$ cat src/rtl/fetch_pkg.sv
// Shared types and constants for the instruction fetch front end.
package fetch_pkg;

  localparam int unsigned XLEN = 32;
  localparam logic [XLEN-1:0] INSTR_NOP = 32'h0000_0013;

  typedef enum logic [1:0] {
    FETCH,
    WAIT,
    DISCARD
  } fetch_state_t;

  typedef struct packed {
    logic [XLEN-1:0] pc;
    logic [XLEN-1:0] instr;
  } fetch_entry_t;

endpackage

$ cat src/rtl/fetch_fifo.sv
// Small circular FIFO of {pc, instr} pairs with synchronous flush.
module fetch_fifo
  import fetch_pkg::*;
#(
  parameter int unsigned DEPTH = 2
) (
  input  logic                         clk,
  input  logic                         reset,
  input  logic                         flush,
  input  logic                         push,
  input  fetch_entry_t                 push_data,
  input  logic                         pop,
  output logic                         valid,
  output fetch_entry_t                 head,
  output logic [$clog2(DEPTH+1)-1:0]   count
);

  localparam int unsigned PW = $clog2(DEPTH);
  localparam int unsigned CW = $clog2(DEPTH+1);

  fetch_entry_t  mem [DEPTH];
  logic [PW-1:0] rd_ptr;
  logic [PW-1:0] wr_ptr;
  logic          do_push;
  logic          do_pop;

  assign valid   = (count != '0);
  assign do_pop  = pop && valid;
  // A full FIFO still accepts a push when the head leaves in the same cycle.
  assign do_push = push && ((count != CW'(DEPTH)) || do_pop);
  assign head    = mem[rd_ptr];

  always_ff @(posedge clk) begin
    if (reset || flush) begin
      rd_ptr <= '0;
      wr_ptr <= '0;
      count  <= '0;
    end else begin
      if (do_push) wr_ptr <= wr_ptr + 1'b1;
      if (do_pop)  rd_ptr <= rd_ptr + 1'b1;
      case ({do_push, do_pop})
        2'b10:   count <= count + 1'b1;
        2'b01:   count <= count - 1'b1;
        default: count <= count;
      endcase
    end
  end

  always_ff @(posedge clk) begin
    if (do_push) mem[wr_ptr] <= push_data;
  end

endmodule

$ cat src/rtl/fetch_unit.sv
// Instruction fetch front end: PC, single-outstanding memory request, output FIFO.
// Optional misaligned-redirect trap enabled by defining FETCH_MISALIGN_TRAP_EN.
module fetch_unit
  import fetch_pkg::*;
#(
  parameter logic [XLEN-1:0] RESET_PC = 32'h0000_0000,
  parameter int unsigned     DEPTH    = 2
) (
  input  logic            clk,
  input  logic            reset,
  output logic            mem_req,
  output logic [XLEN-1:0] mem_addr,
  input  logic            mem_gnt,
  input  logic            mem_rvalid,
  input  logic [XLEN-1:0] mem_rdata,
  input  logic            redirect_valid,
  input  logic [XLEN-1:0] redirect_pc,
  output logic            instr_valid,
  input  logic            instr_ready,
  output logic [XLEN-1:0] instr,
  output logic [XLEN-1:0] instr_pc
`ifdef FETCH_MISALIGN_TRAP_EN
  ,
  output logic            fetch_fault
`endif
);

  localparam int unsigned     CW         = $clog2(DEPTH+1);
  localparam logic [XLEN-1:0] ALIGN_MASK = {{(XLEN-2){1'b1}}, 2'b00};

  fetch_state_t    state;
  fetch_state_t    state_next;
  logic [XLEN-1:0] fetch_pc;
  logic [XLEN-1:0] issued_pc;
  logic [CW-1:0]   count;
  logic            push;
  logic            pop;
  logic            issue;
  logic            halted;
  fetch_entry_t    head;
  fetch_entry_t    push_data;

  assign mem_addr  = fetch_pc;
  assign issue     = mem_req && mem_gnt;
  assign pop       = instr_valid && instr_ready;
  assign push_data = '{pc: issued_pc, instr: mem_rdata};
  assign instr     = instr_valid ? head.instr : INSTR_NOP;
  assign instr_pc  = head.pc;

`ifdef FETCH_MISALIGN_TRAP_EN
  always_ff @(posedge clk) begin
    if (reset)               halted <= 1'b0;
    else if (redirect_valid) halted <= |redirect_pc[1:0];
  end
  assign fetch_fault = halted;
`else
  assign halted = 1'b0;
`endif

  always_comb begin
    state_next = state;
    mem_req    = 1'b0;
    push       = 1'b0;
    case (state)
      FETCH: begin
        mem_req = !reset && !redirect_valid && !halted && (count < CW'(DEPTH));
        if (mem_req && mem_gnt) state_next = WAIT;
      end
      WAIT: begin
        if (mem_rvalid) begin
          push       = !redirect_valid;
          state_next = FETCH;
        end else if (redirect_valid) begin
          state_next = DISCARD;
        end
      end
      DISCARD: begin
        if (mem_rvalid) state_next = FETCH;
      end
      default: state_next = FETCH;
    endcase
  end

  always_ff @(posedge clk) begin
    if (reset) begin
      state     <= FETCH;
      fetch_pc  <= RESET_PC;
      issued_pc <= RESET_PC;
    end else begin
      state <= state_next;
      if (redirect_valid) fetch_pc <= redirect_pc & ALIGN_MASK;
      else if (issue)     fetch_pc <= fetch_pc + 32'd4;
      if (issue) issued_pc <= fetch_pc;
    end
  end

  fetch_fifo #(
    .DEPTH(DEPTH)
  ) u_fifo (
    .clk      (clk),
    .reset    (reset),
    .flush    (redirect_valid),
    .push     (push),
    .push_data(push_data),
    .pop      (pop),
    .valid    (instr_valid),
    .head     (head),
    .count    (count)
  );

endmodule

$ cat config.mk
export PLATFORM = sky130hd
export DESIGN_NAME = fetch_unit
export DESIGN_NICKNAME = d
export VERILOG_FILES = /design/src/rtl/fetch_pkg.sv /design/src/rtl/fetch_fifo.sv /design/src/rtl/fetch_unit.sv
export SDC_FILE = /design/constraint.sdc
export NUM_CORES = 1
export LEC_CHECK = 0
export ABC_AREA = 1
export CORE_UTILIZATION = 45
export DETAILED_ROUTE_END_ITERATION = 8
export DONT_BUFFER_PORTS = 1
export GPL_ROUTABILITY_DRIVEN = 1
export SKIP_CTS_REPAIR_TIMING = 1
export SLEW_MARGIN = 20
export SYNTH_ARGS = -nofsm -noshare
export SYNTH_HDL_FRONTEND = slang
export SYNTH_SLANG_ARGS = --single-unit
$ cat constraint.sdc
create_clock -name clk -period 13.8 [get_ports clk]
set_input_delay 3.45 -clock clk [delete_from_list [all_inputs] [get_ports clk]]
set_output_delay 3.45 -clock clk [all_outputs]
set_load 0.02 [all_outputs]
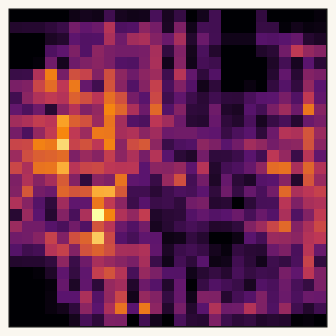
Figure 1: wiring heat map.
The die is cut into 27 by 27 equal tiles; black is low, pale yellow is high, scaled to the fullest tile. Values are wire area over tile area, all layers added.
tiles over half the peak	13%
fullest tile	0.57
nearly empty tiles	9.3%

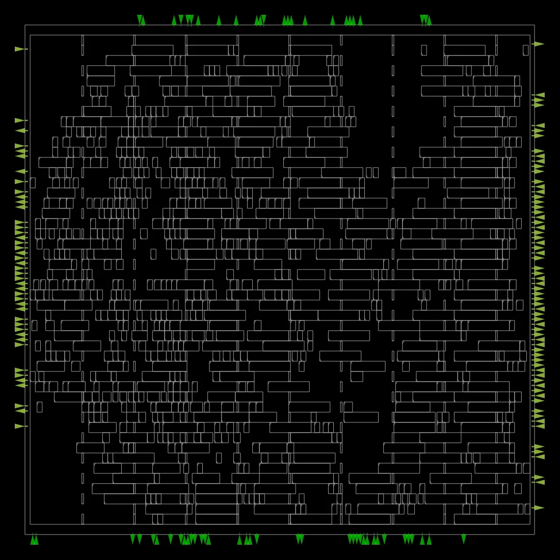
Figure 2: placed standard cells.
Filler cells: 1612
Core Box Area: 0.0174 mm^2
Flops: 191
Site Rows: 48

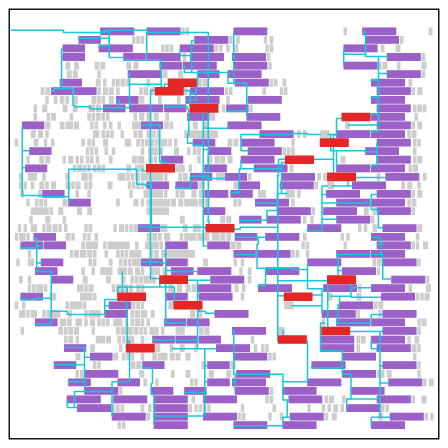
Figure 3: clock network drawn from the DEF.
[purple] flip-flops | count: 191
[red] clock drivers | count: 17
[cyan] clock wires | length: 2020 um
routed clock nets	18
flops lie	spread over the die

==> impl_metrics.toml <==
# yosys + openroad results
[finish]
finalNonFillerCells = 1068
layout.nets = 902
clkCellAreaFrac = 0.0649
drive_gt1_frac = 0.0735
fin_area_mm2 = 0.00878
multiInputCombCellCount = 560
largest_register_ffs = 124
nonClkBufAreaFrac = 0.00342
comb_area_mm2 = 0.00263

[global_routing]
globalRouteMet2Util = 0.299
grt_max_degree = 74
met3_usage = 0.0638
busiest_layer = "met2"
grt-ovfl-total = 0
grt_util_met1 = 0.261

[setup_path]
crit_end = "mem_req"
r2r_slack_ns = 11.59
crit_type = "input pin to output port"
rr_endpoint = "u_fifo.count[1]"
path_max_fanout = 21

[route]
dr.pass1.iters = 5
drc = 0
num_vias = 5521
wl_per_cell_um = 16.8

[logic_synthesis]
synthArstFlopShare = 0
yosysWarnings = 0
syn_inst = 843
common_cells = "269 x nand2_1, 124 x edfxtp_1, 76 x a21oi_1"
largest_area_cell = "edfxtp_1"
synth-area-yosys_mm2 = 0.00808

[status]
outcome = "complete, no violations"

[placed_design]
placedCellCount = 1036
dp_hpwl_mm = 12.0
post-place-ws_ns = 6.01
routabilityCongestion = 0.893

[die]
die_area_mm2 = 0.0185
core_util_floorplan = 0.464
n_tap_cell = 225

[pwr]
p_comb_frac = 0.034
power_mw = 1.15
p_int_mw = 0.900

[clocking]
cts_tree = "done"
clock_path_buffers = 2

[worst_hold_path]
min-delay-start = "issued_pc[30]"

[job]
warnings = 28

[timing]
rsz0062_at_grt = "no"
max_slew_margin = 0.402
fin_crit_sh = 0.567
tightest_slew_ns = 0.892
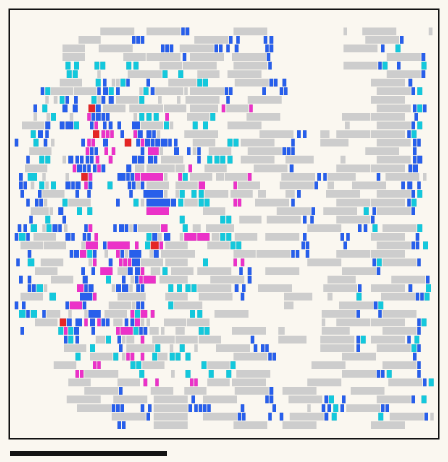
Figure 4: gate families picked out.
Scale bar: 50 um.
colour	family	cells	most used
blue	nand cells	324	nand2_1
cyan	aoi and oai cells	139	a21oi_1
magenta	nor cells	77	nor2_1
red	and/or cells	6	and2_1

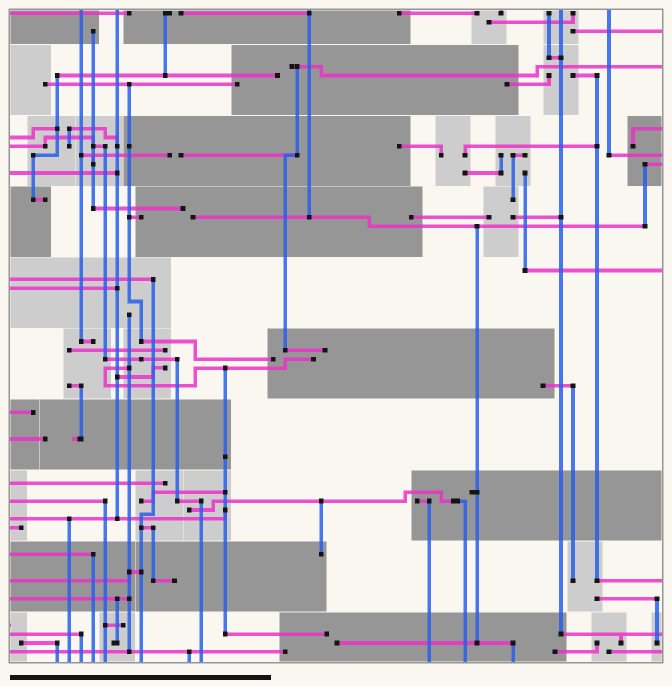
Figure 5: zoomed window.
Scale bar: 10 um. Window x 55 to 80, y 28 to 53 um. Cells in grey, sequential cells in the stronger grey; small squares are vias.
colour	layer
magenta	metal 1
blue	metal 2
cells with their middle in the window	23
most frequent	nand2_1 (6), edfxtp_1 (6), o21ai_0 (4)
sequential cells in the window	9
netlist names of flops here include	`u_fifo.mem` (6), `issued_pc` (2)

layout by cell type, fill, tap and decap left out, types with 2 or more instances in the layout:
cell / count
nand2_1: 269
edfxtp_1: 124
a21oi_1: 76
dfxtp_1: 66
nor2_1: 59
inv_1: 53
o21ai_0: 53
nand3_1: 41
clkbuf_16: 17
nor2_4: 7
a31oi_1: 7
xor2_1: 6
nor2_2: 5
nand3b_1: 4
and2_1: 4
conb_1: 4
buf_4: 4
nand4_1: 3
clkinv_2: 3
nor2_8: 3
nand2_4: 3
clkbuf_1: 3
inv_6: 3
nor3_1: 2
nand2_2: 2
o21ai_1: 2
ha_1: 2
clkinv_4: 2
inv_4: 2
bufinv_16: 2
worst max-delay path: stages:
cell	delay [ns]
nor2_8	0.14
inv_1	0.12
nor3_1	0.66
cells by family (layout without fill, tap and decap cells):
group | Yosys count | after routing | share of synthesized area
other | 1 | 4 | 0.000464
AND/OR/NAND/NOR | 407 | 407 | 0.221
AND-OR/OR-AND | 139 | 139 | 0.0877
XOR/XNOR | 8 | 8 | 0.00961
buffers and inverters | 95 | 92 | 0.0514
flip-flops | 191 | 191 | 0.627
adder cells (fa/ha/maj) | 2 | 2 | 0.00310
how the worst min path moves through the flow:
stage / end / slack, ns / depth (start not counted)
final: u_fifo.mem[1][62] / 0.45 / 0
after global routing: u_fifo.mem[1][44] / 0.46 / 0
after CTS: u_fifo.mem[1][42] / 0.45 / 0
after detailed placement: register / 0.43 / 1
after global placement: u_fifo.mem[1][44] / 0.43 / 0
after floorplan: u_fifo.mem[0][37] / 0.42 / 0
power groups by stage:
stage,logic [mW],registers [mW],clock network [mW]
finish,0.0394,0.640,0.476
global route,0.0453,0.641,0.504
CTS,0.0394,0.640,0.483
detailed placement,0.0391,0.653,0
global placement,0.0385,0.652,0
floorplan,0.0357,0.647,0
Power is estimated from default activity; no workload was simulated.
